File: src/rtl/spi_tx_sequencer.sv
`default_nettype none
// ============================================================================
// Module      : spi_tx_sequencer
// Description : Burst sequencer for the SPI word source. Accepts a burst
//               command (word count, inter-word gap) and drives start_send and
//               next_count of the data former. It counts the words accepted by
//               the ready handshake, inserts idle gaps between words, and ends
//               a burst on abort or when ready is not seen in time.
//               All outputs are registered. An abort or timeout seen in SEND
//               raises its pulse in the first IDLE cycle. done, or an aborted
//               pulse that comes from ADVANCE/GAP, is raised in the FINISH cycle.
// Revision    : 1.0 - initial release
// ============================================================================
module spi_tx_sequencer #(
  parameter int P_LEN_W   = 8,
  parameter int P_GAP_W   = 4,
  parameter int P_TIMEOUT = 1000
) (
  input  logic               clk_100,
  input  logic               a_rst,
  input  logic               s_rst,
  input  logic               cmd_start,
  input  logic [P_LEN_W-1:0] cmd_len,
  input  logic [P_GAP_W-1:0] cmd_gap,
  input  logic               cmd_abort,
  input  logic               ready,
  output logic               start_send,
  output logic               next_count,
  output logic               busy,
  output logic               done,
  output logic               aborted,
  output logic               timeout_err,
  output logic [P_LEN_W-1:0] words_sent
);

  localparam int c_TO_W = (P_TIMEOUT > 1) ? $clog2(P_TIMEOUT + 1) : 1;
  localparam logic [c_TO_W-1:0] c_TO_MAX = c_TO_W'(P_TIMEOUT);

  typedef enum logic [2:0] {
    S_IDLE    = 3'd0,
    S_SEND    = 3'd1,
    S_ADVANCE = 3'd2,
    S_GAP     = 3'd3,
    S_FINISH  = 3'd4
  } state_t;

  state_t             r_state;
  state_t             w_state_nxt;

  logic [P_LEN_W-1:0] r_len;
  logic [P_LEN_W-1:0] r_words;
  logic [P_GAP_W-1:0] r_gap;
  logic [P_GAP_W-1:0] r_gap_cnt;
  logic [c_TO_W-1:0]  r_to_cnt;
  logic               r_abort_pend;

  logic               r_start_send;
  logic               r_next_count;
  logic               r_busy;
  logic               r_done;
  logic               r_aborted;
  logic               r_timeout;

  logic               w_handshake;
  logic               w_abort_req;
  logic               w_to_hit;
  logic               w_send_abort;
  logic               w_send_timeout;
  logic               w_fin_abort;
  logic               w_fin_done;

  // A word is accepted only while the request is actually presented.
  assign w_handshake = (r_state == S_SEND) && r_start_send && ready;
  // An abort seen now or remembered from an earlier cycle of this burst.
  assign w_abort_req = cmd_abort || r_abort_pend;

  generate
    if (P_TIMEOUT == 0) begin : g_no_timeout
      assign w_to_hit = 1'b0;
    end else begin : g_timeout
      // The current SEND cycle is the P_TIMEOUT-th one without acceptance.
      assign w_to_hit = (r_to_cnt == c_TO_W'(P_TIMEOUT - 1));
    end
  endgenerate

  // State register.
  always_ff @(posedge clk_100 or posedge a_rst) begin
    if (a_rst) begin
      r_state <= S_IDLE;
    end else if (s_rst) begin
      r_state <= S_IDLE;
    end else begin
      r_state <= w_state_nxt;
    end
  end

  // Next-state decode and the events that end a burst.
  always_comb begin
    w_state_nxt    = r_state;
    w_send_abort   = 1'b0;
    w_send_timeout = 1'b0;
    w_fin_abort    = 1'b0;
    w_fin_done     = 1'b0;
    case (r_state)
      S_IDLE: begin
        if (cmd_start && (cmd_len != '0)) begin
          w_state_nxt = S_SEND;
        end
      end
      S_SEND: begin
        if (w_handshake) begin
          w_state_nxt = S_ADVANCE;
        end else if (w_abort_req) begin
          w_state_nxt  = S_IDLE;
          w_send_abort = 1'b1;
        end else if (w_to_hit) begin
          w_state_nxt    = S_IDLE;
          w_send_timeout = 1'b1;
        end
      end
      S_ADVANCE: begin
        if (w_abort_req) begin
          w_state_nxt = S_FINISH;
          w_fin_abort = 1'b1;
        end else if (r_words == r_len) begin
          w_state_nxt = S_FINISH;
          w_fin_done  = 1'b1;
        end else if (r_gap == '0) begin
          w_state_nxt = S_SEND;
        end else begin
          w_state_nxt = S_GAP;
        end
      end
      S_GAP: begin
        if (w_abort_req) begin
          w_state_nxt = S_FINISH;
          w_fin_abort = 1'b1;
        end else if (r_gap_cnt == '0) begin
          w_state_nxt = S_SEND;
        end
      end
      S_FINISH: begin
        w_state_nxt = S_IDLE;
      end
      default: begin
        w_state_nxt = S_IDLE;
      end
    endcase
  end

  // Burst bookkeeping and registered outputs, all derived from the next state.
  always_ff @(posedge clk_100 or posedge a_rst) begin
    if (a_rst) begin
      r_len        <= '0;
      r_words      <= '0;
      r_gap        <= '0;
      r_gap_cnt    <= '0;
      r_to_cnt     <= '0;
      r_abort_pend <= 1'b0;
      r_start_send <= 1'b0;
      r_next_count <= 1'b0;
      r_busy       <= 1'b0;
      r_done       <= 1'b0;
      r_aborted    <= 1'b0;
      r_timeout    <= 1'b0;
    end else if (s_rst) begin
      r_len        <= '0;
      r_words      <= '0;
      r_gap        <= '0;
      r_gap_cnt    <= '0;
      r_to_cnt     <= '0;
      r_abort_pend <= 1'b0;
      r_start_send <= 1'b0;
      r_next_count <= 1'b0;
      r_busy       <= 1'b0;
      r_done       <= 1'b0;
      r_aborted    <= 1'b0;
      r_timeout    <= 1'b0;
    end else begin
      r_start_send <= (w_state_nxt == S_SEND);
      r_next_count <= (w_state_nxt == S_ADVANCE);
      r_busy       <= (w_state_nxt != S_IDLE);
      r_done       <= w_fin_done;
      r_aborted    <= w_fin_abort || w_send_abort;
      r_timeout    <= w_send_timeout;

      // Command is latched only when it actually starts a burst.
      if ((r_state == S_IDLE) && (w_state_nxt == S_SEND)) begin
        r_len   <= cmd_len;
        r_gap   <= cmd_gap;
        r_words <= '0;
      end else if (w_handshake) begin
        r_words <= r_words + P_LEN_W'(1);
      end

      // Timeout counts consecutive unanswered SEND cycles, restarting per word.
      if ((w_state_nxt == S_SEND) && (r_state != S_SEND)) begin
        r_to_cnt <= '0;
      end else if ((r_state == S_SEND) && !w_handshake && (r_to_cnt != c_TO_MAX)) begin
        r_to_cnt <= r_to_cnt + c_TO_W'(1);
      end

      // Gap counter is loaded in ADVANCE; GAP leaves once it reaches zero.
      if (r_state == S_ADVANCE) begin
        r_gap_cnt <= r_gap - P_GAP_W'(1);
      end else if ((r_state == S_GAP) && (r_gap_cnt != '0)) begin
        r_gap_cnt <= r_gap_cnt - P_GAP_W'(1);
      end

      // Abort is remembered while busy until the burst ends.
      if ((w_state_nxt == S_IDLE) || (w_state_nxt == S_FINISH)) begin
        r_abort_pend <= 1'b0;
      end else if ((r_state != S_IDLE) && cmd_abort) begin
        r_abort_pend <= 1'b1;
      end
    end
  end

  assign start_send  = r_start_send;
  assign next_count  = r_next_count;
  assign busy        = r_busy;
  assign done        = r_done;
  assign aborted     = r_aborted;
  assign timeout_err = r_timeout;
  assign words_sent  = r_words;

endmodule
`default_nettype wire
File: config.mk
export PLATFORM = sky130hd
export DESIGN_NAME = spi_tx_sequencer
export DESIGN_NICKNAME = d
export VERILOG_FILES = /design/src/rtl/spi_tx_sequencer.sv
export SDC_FILE = /design/constraint.sdc
export NUM_CORES = 1
export LEC_CHECK = 0
export ABC_AREA = 1
export CAP_MARGIN = 20
export CORE_MARGIN = 1
export CORE_UTILIZATION = 25
export CTS_BUF_LIST = sky130_fd_sc_hd__clkbuf_2
export DETAILED_ROUTE_END_ITERATION = 10
export GPL_TIMING_DRIVEN = 0
export PLACE_DENSITY = 0.5
export SLEW_MARGIN = 15
export SYNTH_ARGS = -nofsm -noshare
export SYNTH_HDL_FRONTEND = slang
export SYNTH_SLANG_ARGS = --single-unit
File: constraint.sdc
create_clock -name clk_100 -period 1.7 [get_ports clk_100]
set_clock_uncertainty 0.1 [all_clocks]
set_input_delay 0.17 -clock clk_100 [delete_from_list [all_inputs] [get_ports clk_100]]
set_output_delay 0.17 -clock clk_100 [all_outputs]
set_load 0.005 [all_outputs]
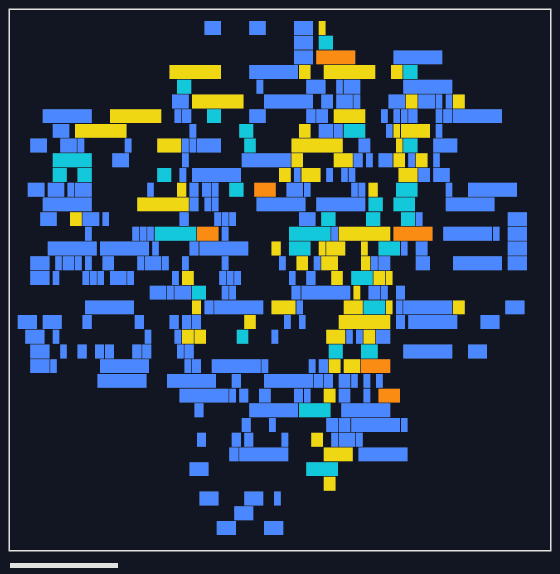
(images/drive_strength.png)
Scale bar: 20 µm.
size	color	cells	most used
drive 3 to 4	cyan	31	buf_4
drive 1 or less	blue	245	nand2_1
drive 6 and up	orange	6	buf_6
drive 2	yellow	58	nor2_2

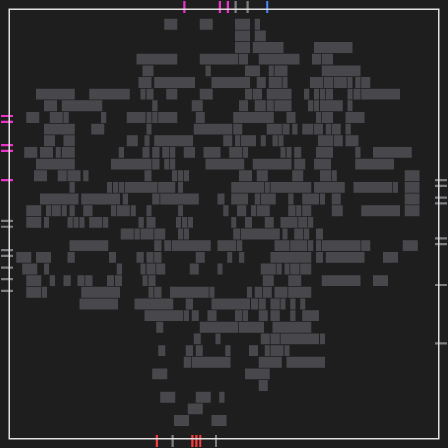
(images/pins.png)
Pins as bars across the die edge, other pins in gray.
port	color	pins	direction	edge
words_sent	magenta	8	output	5 left, 3 top
cmd_gap	red	4	input	bottom
next_count	blue	1	output	top
all pins by edge	12 left, 8 right, 6 top, 6 bottom

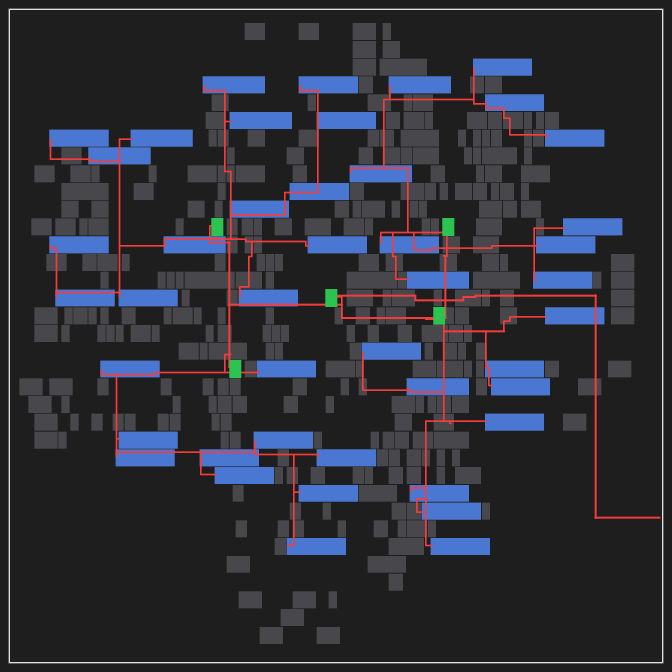
(images/clock_map.png)
[cells driving clock nets] green | count: 5
[clock wires] red | length: 651 µm
[flip-flops] blue | count: 44
routed clock nets	6

==> summary.txt <==
run results: failing checks negative setup slack, Top Usage Layer GRT met2, minimum clock period 1.81 ns, comb. cell area 1230 µm², worst setup margin -0.107 ns, Max-area cell class multi-input combinational cells, Syn Nets 305, first-pass iteration count of the detailed router 4, post-route design area 3210 µm², fraction of area in registers 34.7%, layout cells sized above 1 27.9%, largest net degree at the start of global routing 25, Final #Nets 361, worst slack, placed -0.186 ns, Remaining DRCs 0, Commonest Layout Cell nand2_1, Root Driver clkbuf_2, count of flip-flops and latches 44, HP Start cmd_len[7], r2r startpoint r_to_cnt[0]$_DFFE_PP0P_, post-DP HPWL 3990 µm, Top logic family simple AND/OR/NAND/NOR gates, largest stage delay on the critical path 0.48 ns, capturing point of the worst reg2reg path r_to_cnt[2]$_DFFE_PP0P_, DRT met1 WL 2590 µm, Routed wire per std cell 12.1 µm, aoi share 7.94%, XORs/XNORs by Area 6.58%, top layer in use met4, asr flop ratio synth 100%, Placer Congestion 0.762, final setup violation count 15, prevailing post-synth register cell dfrtp_1, routing usage on met2 20.1%, met2 wire len 2740 µm, yosys cell count 283, RSZ-0062 raised after global routing true, sw power 684 µW, Slew headroom 67.2%, initial antenna violation count 0, Unique masters post-synth 37, CTS buffer count 5, routed vias/inst 4.42, Clk. pwr 503 µW, CP Class reg2reg, R2R depth 11, placed insts 443, Logic Gate Count 192, most used cell, CP nor2_1, global-route wire length before repair 9610 µm, grt met3 use 2.58%, Biggest register r_to_cnt, sequential power share 54.5%, max-cap check violation count 0, synthesis area per yosys 2390 µm², sequential power 1.13 mW, status complete, but fails checks, Mux cell area share 0%, vias in the first global route 1968, Comb area share 38.2%, register area share after synthesis 46.0%, Worst-Margin Slew 0.492 ns, reg-to-reg slack, setup -0.11 ns, Finished Layout Cells 469, Critical Path RT 1.97 ns
-- cell usage after synthesis, drive strengths merged, types with 5 or more instances --
cell type / instances / area (µm²)
a21oi: 6 / 30.0
dfrtp: 44 / 1100
inv: 43 / 164
nand2: 56 / 243
nand3: 18 / 90.1
nand4: 9 / 75.1
nor2: 40 / 189
nor3: 6 / 35.0
o21ai: 20 / 108
o22ai: 5 / 31.3
xnor2: 7 / 61.3
xor2: 11 / 96.3
-- timing repair --
action | in CTS | in global routing
gates resized | 25 | 36
hold endpoints to repair | 29 | 9
pin swaps | 12 | 15
hold buffers | 1 | 1
buffers inserted | 9 | 6
endpoints found under the setup margin | 32 | 32
cloned | 1 | 0
-- critical path: cells and delay by family, from the launching register on --
kind	cells	cell delay, ns
flops	1	0.48
simple gates	9	0.93
fa+ha+maj	1	0.20
buf+inv	1	0.03
No activity file was given, so power comes from the tool's default toggle rates.
